run_1/clock_map.png
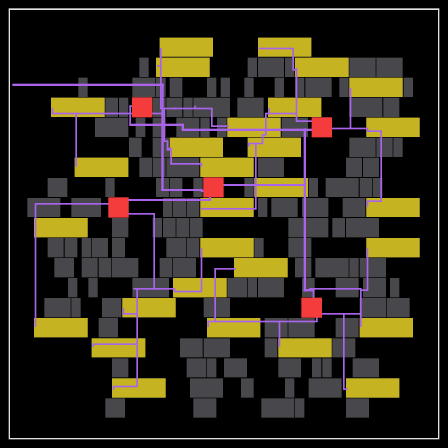
run_1/final_congestion.png
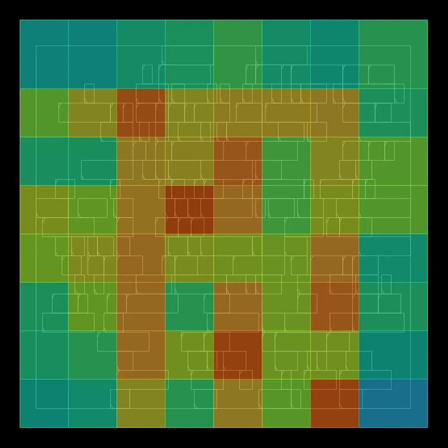
run_1/gate_families.png
The bar under the picture is 20 µm long.
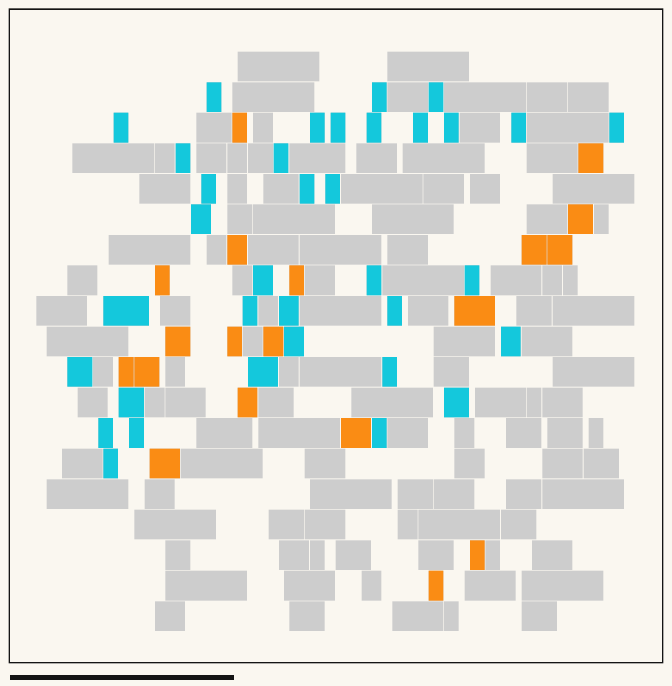
Design me_best_match_flat, sky130hd; sources not shown.
==> flow_summary_export.csv, run 1 <==
group,metric,value,unit
detailed_routing,via_per_inst,5.64,
synth,yosys_cells,165,
synth,synthDistinctLibCells,36,
sta,rsz0062_at_grt,"no",
detailed_routing,ant_nets,0,
detailed_routing,routed-wl-met3,183,µm
status,status,"finished clean",
die,die_h,58.1,µm
setup_path,cp-end-kind,"flop",
sta,maxSlewViolCount,0,
synth,synth_cells,165,
setup_path,critPathLaunchType,"flop",
global_route,overflow,0,
synth,ff_type,"dfxtp_1",
setup_path,crit_family,"AND-OR/OR-AND gates",
setup_path,path_buffers,1,
sta,finalSetupTns,0,ns
finish,signal_buffers,0,
hold_path,holdPathStages,1,
sta,max_slew.worst_pin.slew,1.12,ns
sta,finalSetupViolCount,0,
synth,ys_top_cells_by_count,"dfxtp_1 (29), nand2_1 (25), mux2i_1 (17)",
setup_path,crit_cells,6,
finish,utilization,0.569,
die,nWellTaps,31,
finish,nNonClkInverters,7,
synth,topCellsByArea,"dfxtp_1 (37%), mux2i_1 (11%), ha_1 (7.3%)",
## Picture notes: clock_map.png
Purple stands for clock wires, length 404 µm. Red stands for cells driving clock nets, count 5. Yellow stands for flip-flops, count 29.
There are 6 routed clock nets.
Clk. pwr: 0.258 mW
clock share of power: 0.386
Clock Latency Late Sink: 0.33 ns

## Picture notes: final_congestion.png
Routed wire per std cell: 14.4 µm
gr usage total: 0.189

## Picture notes: gate_families.png
Orange stands for NOR gates, cells 19. Cyan stands for NAND gates, cells 35.
non-filler cells, final: 197
Comb area share: 0.543
most frequent logic cell in the layout: dfxtp_1

## run 1: metrics by stage
stage	total power, mW	setup slack (ns)
final	0.669	0.843
after global routing	0.699	0.619
after detailed placement	0.421	1.11
after floorplan	0.423	1.40
after CTS	0.674	1.10
after global placement	0.419	1.19
## run 1: report_power, final
part,internal [mW],total (mW),switching [mW]
registers,0.360,0.371,0.0109
logic,0.0198,0.0397,0.0199
clock network,0.125,0.258,0.133
total,0.505,0.669,0.163
## run 1: kinds of logic after synthesis
group | after synthesis | synth area share
adders and majority gates | 9 | 0.0726
muxes | 17 | 0.110
DFF | 29 | 0.374
and+or+nand+nor | 71 | 0.263
buffers and inverters | 14 | 0.0678
xor gates and xnor gates | 3 | 0.0170
AOI/OAI and AO/OA | 22 | 0.0952
run_1/density.png
12 x 12 tiles, from dark blue (low) to red (high), 0 to 100% covered.
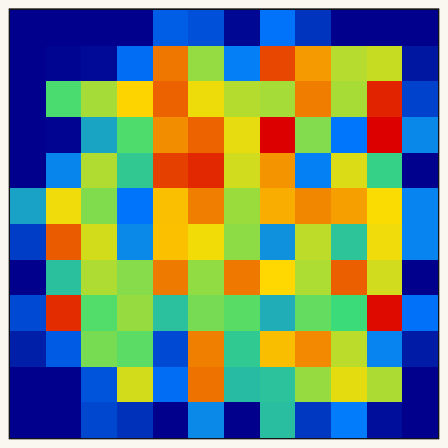

==> run 2: changes to the inputs <==
clock period = 2.4 ns   (was 3.25 ns; I/O delays follow)
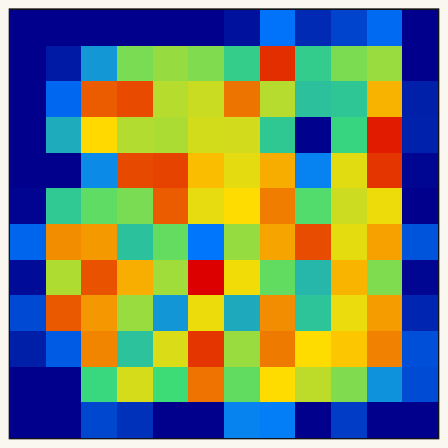
run_2/density.png
12 x 12 tiles, from dark blue (low) to red (high), 0 to 100% covered.
The emptiest ninth of the die: upper left. The densest ninth of the die: centre. The mean over all tiles is 46%. The fullest tile reaches 100%.
FP Core Util: 0.562
CORE AREA: 2760 µm²
Final Util: 0.577

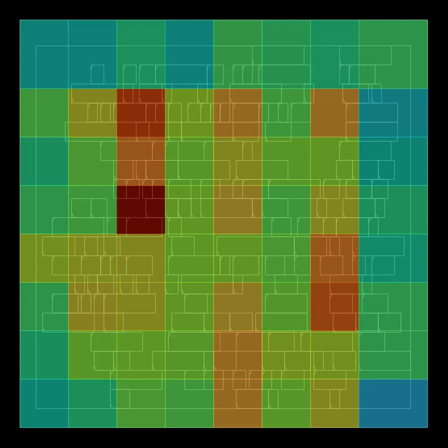
run_2/final_congestion.png
Routed wire per std cell: 13.6 µm
gr usage total: 0.178
GR Layer Usage met3: 0.0670

==> run 2 against run 1 <==
  * Critical path depth up 1
  * Register-to-register slack worse by 0.51 ns
  * Die area unchanged
  * Final area up 1.5%
  * Largest power group unchanged
==> flow_summary_export.csv, run 2 <==
group,metric,value,unit
power_and_ir_drop,pwr-share-comb,0.056,
sta,rsz0062_at_grt,"no",
synth,top_area_frac,0.374,
synth,ff_type,"dfxtp_1",
status,status,"finished clean",
sta,fin_ws,0.329,ns
finish,nNonClkInverters,7,
sta,finalSetupTns,0,ns
power_and_ir_drop,power_leader,"registers",
finish,clk_share,0.0535,
power_and_ir_drop,seq_cell_power,0.502,mW
place,post-place-ws,0.360,ns
global_route,grt_pass1_vias,1069,
power_and_ir_drop,pg_clk,0.414,mW
synth,ys_top_cells_by_count,"dfxtp_1 (29), nand2_1 (25), mux2i_1 (17)",
sta,final.min_clock_period,2.07,ns
power_and_ir_drop,p_seq_frac,0.517,
setup_path,cp-end-kind,"flop",
sta,finalSetupViolCount,0,
synth,topCellsByArea,"dfxtp_1 (37%), mux2i_1 (11%), ha_1 (7.3%)",
detailed_routing,via_per_inst,5.53,
power_and_ir_drop,intPower,0.764,mW
die,nWellTaps,31,
power_and_ir_drop,design_power_total,0.970,mW
synth,synthDistinctLibCells,36,
place,numPortBuffers,0,
clocking,insertion_delay,0.31,ns
clocking,cts.path.max_buffers,2,
hold_path,holdPathStages,1,
power_and_ir_drop,clkPwrFrac,0.427,
power_and_ir_drop,swShare,0.212,
synth,synth_cells,165,
sta,maxSlewViolCount,0,
finish,final_cells,198,
detailed_routing,routed-wl-met3,156,µm
sta,whs,0.0505,ns
detailed_routing,ant_nets,0,
die,die_h,58.1,µm
power_and_ir_drop,powerComb,0.0544,mW
power_and_ir_drop,power.switching,0.206,mW
finish,clockBufferCount,7,
global_route,grt_max_degree,39,
finish,fin_nets,187,
synth,yosys_cells,165,
finish,comb_area_frac,0.536,
setup_path,critPathLaunchType,"flop",
finish,signal_buffers,1,
global_route,antenna_found_initial,0,
global_route,overflow,0,
finish,mostFrequentLayoutCell,"dfxtp_1",
[run 2: cell counts after synthesis]
Identical to the previous run, type by type.
[run 2: kinds of logic after synthesis]
| family | count (synthesis) | synth area share |
|---|---|---|
| and+or+nand+nor | 71 | 0.263 |
| DFF | 29 | 0.374 |
| AOI/OAI and AO/OA | 22 | 0.0952 |
| muxes | 17 | 0.110 |
| buffers and inverters | 14 | 0.0678 |
| adders and majority gates | 9 | 0.0726 |
| xor gates and xnor gates | 3 | 0.0170 |
[run 2: worst max-delay path, cell delays in order (launching register included)]
cell      delay, ns
dfxtp_1        0.48
inv_1          0.07
ha_1           0.31
a41oi_1        0.21
o221ai_1       0.18
a21oi_4        0.24
buf_4          0.28
mux2i_1        0.22
No activity file was given, so power comes from the tool's default toggle rates.
